Run 1, track usage over the die:
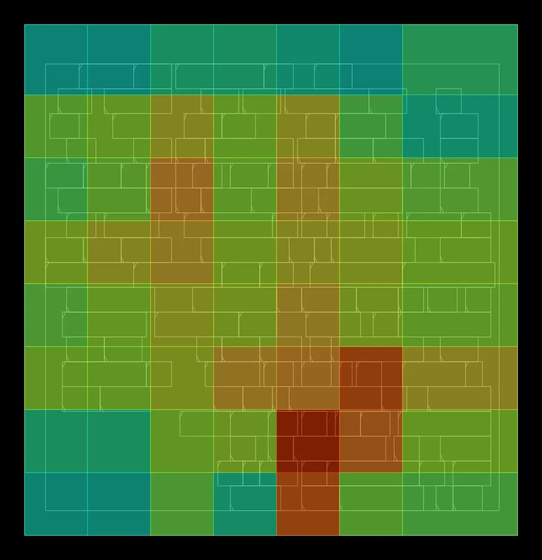
Run 1, placed cells, one color a class:
Bar = 20 um. Fill, decap, tap and diode cells in gray.
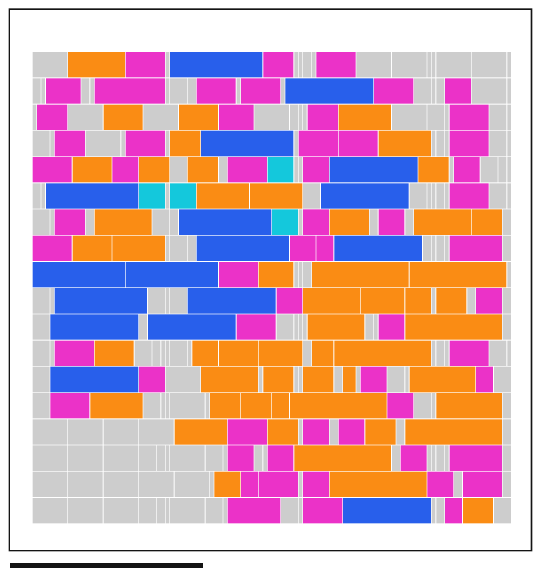
Run 1, cell area per tile:
The die is cut into 11 by 11 equal tiles; black is low, pale yellow is high, 0 to 100% covered.
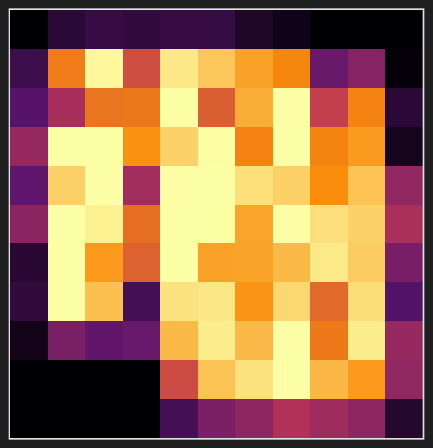
Run 1, sequential cells colored by netlist name:
Bar = 20 um.
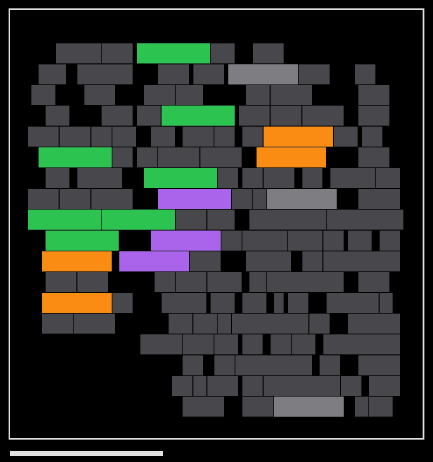
<file path="src/rtl/hamming_pkg.sv">
// Hamming(7,4) shared definitions.
// Code positions are numbered 1..7 (p1 p2 d1 p4 d2 d3 d4) and message bits
// 1..4 (d1..d4), so vectors are declared [1:N] to keep index == position.
package hamming_pkg;

  localparam int unsigned DATA_W = 4;
  localparam int unsigned CODE_W = 7;

  // Positions covered by each parity bit; bit i of the mask is position i.
  localparam logic [1:CODE_W] P1_MASK = 7'b1010101; // 1,3,5,7
  localparam logic [1:CODE_W] P2_MASK = 7'b0110011; // 2,3,6,7
  localparam logic [1:CODE_W] P4_MASK = 7'b0001111; // 4,5,6,7

  // Place data bits, then fill each parity position from its coverage set.
  // Parity positions still hold 0 when they are folded in, so they do not
  // disturb each other.
  function automatic logic [1:CODE_W] hamming_encode(input logic [1:DATA_W] m);
    logic [1:CODE_W] c;
    c    = '0;
    c[3] = m[1];
    c[5] = m[2];
    c[6] = m[3];
    c[7] = m[4];
    c[1] = ^(c & P1_MASK);
    c[2] = ^(c & P2_MASK);
    c[4] = ^(c & P4_MASK);
    return c;
  endfunction

  // Returns {s4, s2, s1}: the binary position of a single flipped bit.
  function automatic logic [2:0] hamming_syndrome(input logic [1:CODE_W] c);
    return {^(c & P4_MASK), ^(c & P2_MASK), ^(c & P1_MASK)};
  endfunction

endpackage

</file>
<file path="src/rtl/hamming_corrector.sv">
// Combinational single-error corrector for Hamming(7,4).
// Ports:
//   rx_code_i   [1:7] received word, positions 1..7
//   syndrome_i  [2:0] {s4,s2,s1}; non-zero value k marks position k as wrong
//   corrected_o [1:7] received word with position k flipped
//   data_o      [1:4] d1..d4 taken from the corrected word
module hamming_corrector
  import hamming_pkg::*;
(
  input  logic [1:CODE_W] rx_code_i,
  input  logic [2:0]      syndrome_i,
  output logic [1:CODE_W] corrected_o,
  output logic [1:DATA_W] data_o
);

  always_comb begin
    corrected_o = rx_code_i;
    for (int i = 1; i <= int'(CODE_W); i++) begin
      corrected_o[i] = rx_code_i[i] ^ (syndrome_i == 3'(i));
    end
  end

  assign data_o = {corrected_o[3], corrected_o[5], corrected_o[6], corrected_o[7]};

endmodule

</file>
<file path="src/rtl/hamming_code.sv">
// Registered Hamming(7,4) encoder and single-error-correcting decoder.
// Encode and decode paths are independent, each with one cycle of latency.
// Ports:
//   clk, rst_n          clock, asynchronous active-low reset
//   msg_valid, msg      encode request, d1..d4 in msg[1..4]
//   code_valid, code    one-cycle pulse with codeword p1 p2 d1 p4 d2 d3 d4
//   rx_valid, rx_code   decode request, received word in positions 1..7
//   rx_msg_valid        one-cycle pulse qualifying the decode outputs
//   rx_msg              corrected d1..d4
//   rx_syndrome         {s4,s2,s1}, 0 when the word was clean
//   rx_err              high when a bit was corrected
module hamming_code
  import hamming_pkg::*;
(
  input  logic              clk,
  input  logic              rst_n,
  input  logic              msg_valid,
  input  logic [1:DATA_W]   msg,
  output logic              code_valid,
  output logic [1:CODE_W]   code,
  input  logic              rx_valid,
  input  logic [1:CODE_W]   rx_code,
  output logic              rx_msg_valid,
  output logic [1:DATA_W]   rx_msg,
  output logic [2:0]        rx_syndrome,
  output logic              rx_err
);

  logic [1:CODE_W] code_q;
  logic            code_valid_q;
  logic [1:DATA_W] rx_msg_q;
  logic [2:0]      rx_syndrome_q;
  logic            rx_err_q;
  logic            rx_msg_valid_q;

  logic [2:0]      syndrome_d;
  logic [1:CODE_W] corrected_d;
  logic [1:DATA_W] data_d;
  logic            err_d;

  assign syndrome_d = hamming_syndrome(rx_code);

  hamming_corrector u_corrector (
    .rx_code_i   (rx_code),
    .syndrome_i  (syndrome_d),
    .corrected_o (corrected_d),
    .data_o      (data_d)
  );

  // Every non-zero syndrome maps to exactly one position, so "a bit was
  // flipped" is equivalent to "syndrome is non-zero".
  assign err_d = |(corrected_d ^ rx_code);

  always_ff @(posedge clk or negedge rst_n) begin
    if (!rst_n) begin
      code_q         <= '0;
      code_valid_q   <= 1'b0;
      rx_msg_q       <= '0;
      rx_syndrome_q  <= '0;
      rx_err_q       <= 1'b0;
      rx_msg_valid_q <= 1'b0;
    end else begin
      code_valid_q   <= msg_valid;
      rx_msg_valid_q <= rx_valid;
      if (msg_valid) begin
        code_q <= hamming_encode(msg);
      end
      if (rx_valid) begin
        rx_msg_q      <= data_d;
        rx_syndrome_q <= syndrome_d;
        rx_err_q      <= err_d;
      end
    end
  end

  assign code         = code_q;
  assign code_valid   = code_valid_q;
  assign rx_msg       = rx_msg_q;
  assign rx_syndrome  = rx_syndrome_q;
  assign rx_err       = rx_err_q;
  assign rx_msg_valid = rx_msg_valid_q;

endmodule

</file>
<file path="config.mk">
export PLATFORM = sky130hd
export DESIGN_NAME = hamming_code
export DESIGN_NICKNAME = d
export VERILOG_FILES = /design/src/rtl/hamming_pkg.sv /design/src/rtl/hamming_corrector.sv /design/src/rtl/hamming_code.sv
export SDC_FILE = /design/constraint.sdc
export NUM_CORES = 1
export LEC_CHECK = 0
export ABC_AREA = 0
export CORE_AREA = 2 2 52 54
export DETAILED_ROUTE_END_ITERATION = 12
export DIE_AREA = 0 0 54 56
export PLACE_DENSITY = 0.72
export SKIP_LAST_GASP = 1
export SLEW_MARGIN = 20
export SYNTH_ARGS = -nofsm -noshare
export SYNTH_HDL_FRONTEND = slang
export SYNTH_HIERARCHICAL = 1
export SYNTH_SLANG_ARGS = --single-unit
</file>
<file path="constraint.sdc">
create_clock -name clk -period 0.8 [get_ports clk]
set_input_delay 0.08 -clock clk [delete_from_list [all_inputs] [get_ports clk]]
set_output_delay 0.08 -clock clk [all_outputs]
set_load 0.02 [all_outputs]
</file>
==> results.yml, run 1 <==
# physical design summary
run_status:
  status: "finished, violations left"
  violations: "negative setup slack"
synth:
  synth_top_cell_by_area: "dfrtp_1"
  synthMuxAreaShare_pct: 16.8
  synth.distinct_cells: 14
  ys_warn_count: 6
  top_cells_by_area: "dfrtp_1 45%, mux2_2 17%, xnor2_1 14%"
  netlist_instances: 75
  ys.flops: 17
  yosys_area_sq_um: 936
  top_logic_kind: "XOR/XNOR gates"
  top_area_share_pct: 45.5
  syn_nets: 90
  ys_sh_aoi_pct: 0.668
sta:
  finalCriticalPeriod_ns: 1.51
  fin_ws_ns: -0.713
  finClkSkew_ns: 0
  setup_viol: 24
  tightest_slew_ns: 0.319
critical_path:
  crit_arrival_ns: 1.68
  endpoint_kind: "flop"
  startpoint_type: "primary input"
  timing.critical_path.buf_inv: 3
  cp.depth: 10
  critPathKind: "in2reg"
  rr_worst_depth: 2
  setup.worst_path.end: "rx_err"
  crit_fanout: 7
clock_tree:
  clk_pin_slew_ns: 0.11
  htreeDepth: 1
  cts_root_buffer: "clkbuf_4"
  cts_resized: 163
  tritoncts: "yes"
  cts.sinks: 17
layout:
  comb_cells: 52
  final-clk-cell-share_pct: 1.68
  regArea_sq_um: 435
  fillers: 158
  largest_register_ffs: 7
  fin_nets: 147
  lay_top_count: "buf_6"
  logic_area_sq_um: 726
drt:
  drc: 0
  wl_met3_um: 135
  wl_met1_um: 969
  routed.top_layer: "met4"
  ant_nets: 0
flow_run:
  warnings: 29
floorplanning:
  fp.dieH_um: 56
  dieArea_sq_um: 3020
  die_width_um: 54
power_and_ir_drop:
  p_int_mw: 2.21
  p_clk_share_pct: 13.8
  peakVddDrop_mv: 2.12
place:
  io_buffers: 31
  dp.cells: 148
  placed_area_sq_um: 1550
global_routing:
  grtUsageTotal_pct: 16.7
About 'track usage over the die':
M1 GR Usage: 21.8%
GRT met3 Usage: 3.76%
met2 Usage GRT: 29.1%
GRT busiest layer: met2

About 'placed cells, one color a class':
| class | color | cells |
|---|---|---|
| flip-flops | blue | 17 |
| all other logic | orange | 52 |
| clock drivers and dummy loads | cyan | 4 |
| other buffers and delay cells | magenta | 58 |

About 'cell area per tile':
emptiest ninth of the die: south-west
tiles over 75% full: 46%
mean over tiles: 58%

About 'sequential cells colored by netlist name':
| name in the netlist | color | flops |
|---|---|---|
| rx_msg | orange | 4 |
| rx_syndrome | purple | 3 |
| code | green | 7 |
not colored: 3

Run 1, wiring by layer:
Bar = 20 um. Two of the layers only.
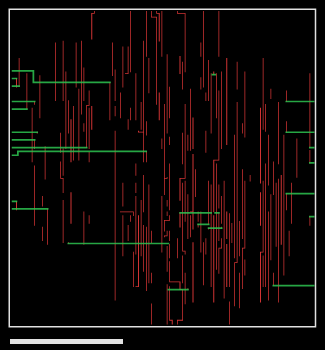

==> run 2, diff against run 1 <==
- CORE_AREA: 2 2 52 54 -> 2 2 55 57
- DIE_AREA: 0 0 54 56 -> 0 0 57 59
- PLACE_DENSITY: 0.72 -> 0.65
Run 2, wiring by layer:
Bar = 20 um. Two of the layers only.
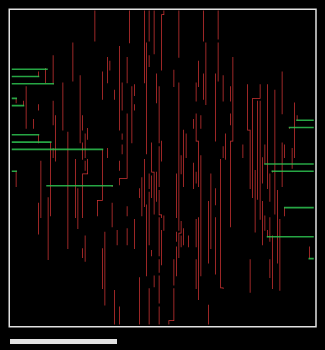
| layer | color | wire length |
|---|---|---|
| met2 | red | 1130 um |
| met3 | green | 102 um |

Run 2, sequential cells colored by netlist name:
Bar = 20 um.
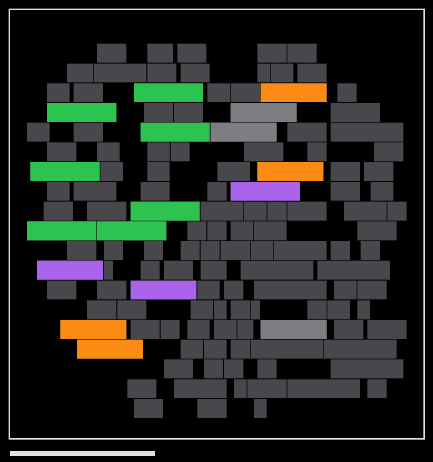
| name in the netlist | color | flops |
|---|---|---|
| code | green | 7 |
| rx_msg | orange | 4 |
| rx_syndrome | purple | 3 |
not colored: 3
sequential cell area: 435 sq um
Layout Utilization: 64.8%
sequential power: 1.12 mW

==> results.yml, run 2 <==
# physical design summary
run_status:
  status: "finished, violations left"
  violations: "negative setup slack"
floorplanning:
  fp.dieH_um: 59
  die_width_um: 57
  dieArea_sq_um: 3360
sta:
  tightest_slew_ns: 0.309
  finClkSkew_ns: 0
  setup_viol: 25
  fin_ws_ns: -0.706
clock_tree:
  clk_pin_slew_ns: 0.10
  cts_resized: 160
  cts.sinks: 17
  tritoncts: "yes"
global_routing:
  grt_use_met1_pct: 19.3
  use_met2_pct: 24.5
  met3_usage_pct: 3.93
  grt_busiest_layer: "met2"
synth:
  syn-cell-area_sq_um: 936
  synth.distinct_cells: 14
  netlist_instances: 75
  synthMuxAreaShare_pct: 16.8
  ys_sh_aoi_pct: 0.668
  top_area_share_pct: 45.5
  top_logic_kind: "XOR/XNOR gates"
  ys.flops: 17
  top_cells_by_area: "dfrtp_1 45%, mux2_2 17%, xnor2_1 14%"
  ys_warn_count: 6
  syn_nets: 90
critical_path:
  timing.critical_path.buf_inv: 2
  endpoint_kind: "flop"
  startpoint_type: "primary input"
  crit_fanout: 6
  reg2reg_from: "rx_msg[3]"
  critPathKind: "in2reg"
  crit_arrival_ns: 1.67
  setup.worst_path.end: "rx_err"
  cp.depth: 9
layout:
  largest_register_ffs: 7
  fin_nets: 146
  logic_area_sq_um: 681
  lay_top_count: "buf_6"
  fillers: 217
drt:
  wl_met1_um: 901
  wl_met3_um: 101
  routed.top_layer: "met4"
  ant_nets: 0
power_and_ir_drop:
  peakVddDrop_mv: 1.62
  p_clk_share_pct: 13.7
place:
  dp.cells: 149
  io_buffers: 31
  placed_area_sq_um: 1550
Run 2, placed cells, one color a class:
Bar = 20 um. Fill, decap, tap and diode cells in gray.
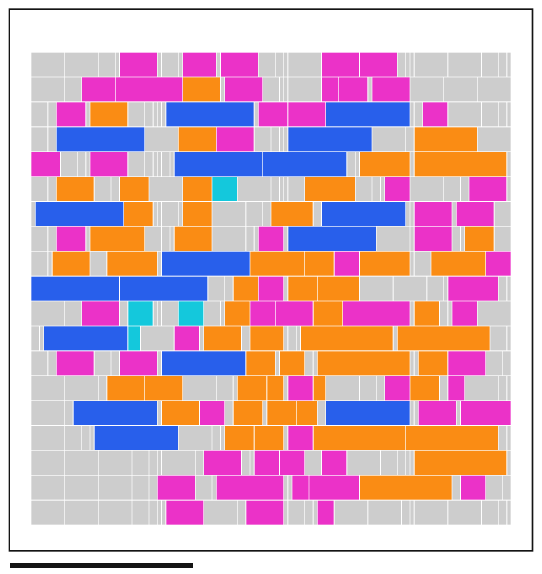
| class | color | cells |
|---|---|---|
| other buffers and delay cells | magenta | 57 |
| clock drivers and dummy loads | cyan | 4 |
| all other logic | orange | 52 |
| flip-flops | blue | 17 |

Run 2, track usage over the die:
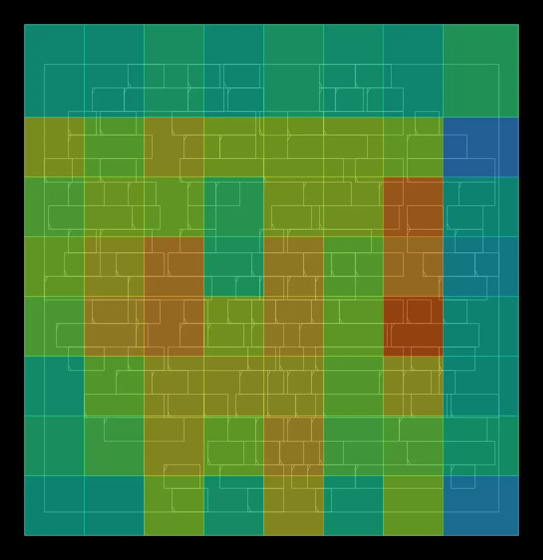

==> run 3, diff against run 2 <==
- CTS_BUF_LIST: unset -> sky130_fd_sc_hd__clkbuf_8
- SLEW_MARGIN: 20 -> unset
Run 3, track usage over the die:
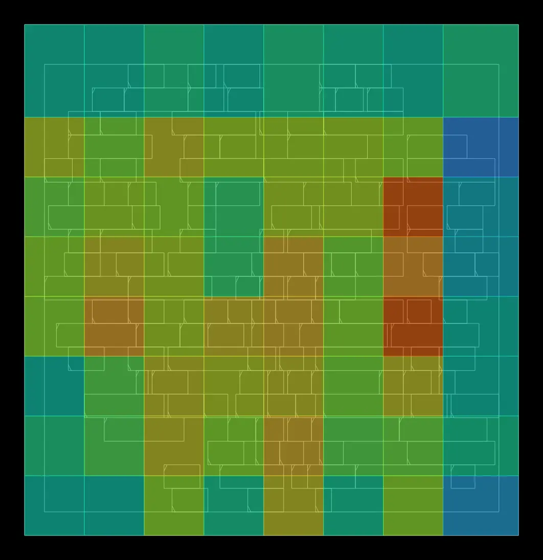
Layout Utilization: 65.3%
GRT met3 Usage: 3.93%
met2 Usage GRT: 24.0%

Run 3, placed cells, one color a class:
Bar = 20 um. Fill, decap, tap and diode cells in gray.
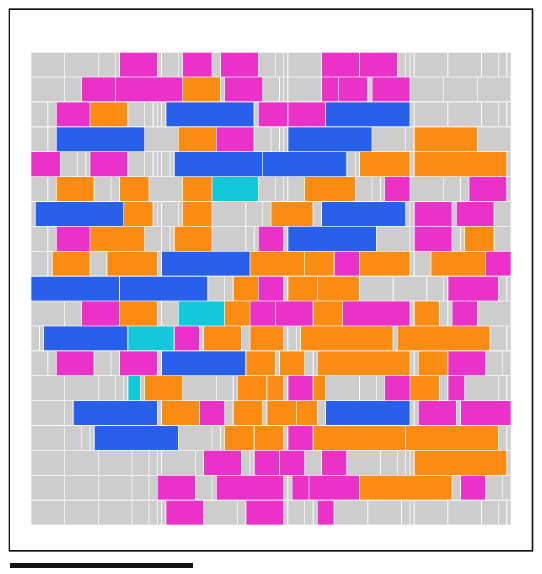
| class | color | cells |
|---|---|---|
| other buffers and delay cells | magenta | 56 |
| clock drivers and dummy loads | cyan | 4 |
| flip-flops | blue | 17 |
| all other logic | orange | 52 |
design area: 1770 sq um
Core ar.: 2710 sq um
fraction of area in registers: 24.6%
Site Rows: 19

==> results.yml, run 3 <==
# physical design summary
run_status:
  status: "finished, violations left"
  violations: "negative setup slack"
critical_path:
  rr_worst_depth: 2
  crit_fanout: 6
  path_cells: "buf_8, xor2_4, xnor2_4, buf_12, nand3b_1, xnor2_2, xor2_1, nor4_2, a31oi_1"
  setup.worst_path.end: "rx_err"
  crit_arrival_ns: 1.67
  reg2reg_slack_ns: -0.09
  timing.critical_path.buf_inv: 2
  critPathKind: "in2reg"
  startpoint_type: "primary input"
  crit_start: "rx_code[6]"
  reg2reg_from: "rx_msg[4]"
  cpMaxStageDelayCell: "xor2_4"
  cp.depth: 9
  endpoint_kind: "flop"
synth:
  edf_count: 0
  ys.flops: 17
  top_cells_by_area: "dfrtp_1 45%, mux2_2 17%, xnor2_1 14%"
  ys_seq_share_pct: 45.5
  ys_sh_aoi_pct: 0.668
  syn_nets: 90
  syn_area_per_cell_sq_um: 12.5
  synthMuxAreaShare_pct: 16.8
  most_common_cell: "dfrtp_1"
  synth.distinct_cells: 14
  synth_stat.cells: 75
  synth_top_cell_by_area: "dfrtp_1"
  netlist_instances: 75
  syn-cell-area_sq_um: 936
  ys_warn_count: 6
  yosys_area_sq_um: 936
  top_area_share_pct: 45.5
  top_logic_kind: "XOR/XNOR gates"
flow_run:
  warnings: 29
  max-cap-violations: 0
global_routing:
  grtUsageTotal_pct: 14.8
  grt_busiest_layer: "met2"
  overflow: 0
  grt_pass1_vias: 771
  grt_use_met1_pct: 19.3
drt:
  wl_per_cell_um: 13.5
  wl_met3_um: 109
  ant_nets: 0
  wl_met2_um: 1110
  wl_met1_um: 910
  drc: 0
  routed.top_layer: "met4"
floorplanning:
  die_width_um: 57
  dieArea_sq_um: 3360
  fp.dieH_um: 59
  ios: 32
power_and_ir_drop:
  peakVddDrop_mv: 1.64
  power.total_mw: 3.40
  p_int_mw: 2.33
  power_density_nw_per_um2: 1920
  power_leader: "combinational logic"
  p_comb_mw: 1.67
  p_clk_share_pct: 18.0
  pg_seq_mw: 1.12
  clk-power_mw: 0.611
clock_tree:
  htreeDepth: 1
  clk_pin_slew_ns: 0.06
  tritoncts: "yes"
  cts.sinks: 17
  cts_resized: 161
  cts_root_buffer: "clkbuf_8"
layout:
  fin_nets: 145
  largest_register_ffs: 7
  num-clock-buffers: 3
  lay_top_count: "buf_6"
  inv_count: 0
  comb_cells: 52
  final-clk-cell-share_pct: 2.55
  diodes: 0
  buffers: 56
  logic_area_sq_um: 681
  lay_top_cells: "23 x buf_6, 16 x buf_4, 10 x mux2_2, 10 x xor2_1, 9 x dfrtp_1"
  regArea_sq_um: 435
  fillers: 212
sta:
  rsz0062_at_grt: "yes"
  finalHoldViolations: 0
  finClkSkew_ns: 0
  tightest_slew_ns: 0.316
  setup_viol: 25
  finalCriticalPeriod_ns: 1.55
  fin_ws_ns: -0.749
place:
  dp.cells: 149
  io_buffers: 31
  placed_area_sq_um: 1550
Run 3, wiring by layer:
Bar = 20 um. Two of the layers only.
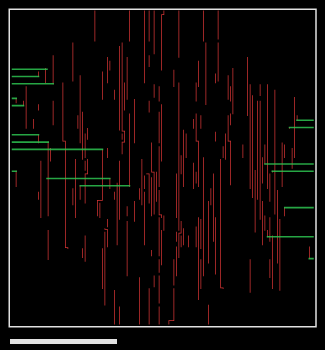
| layer | color | wire length |
|---|---|---|
| met3 | green | 110 um |
| met2 | red | 1110 um |

Power figures rest on the tool's default switching activity, not on a simulated workload.
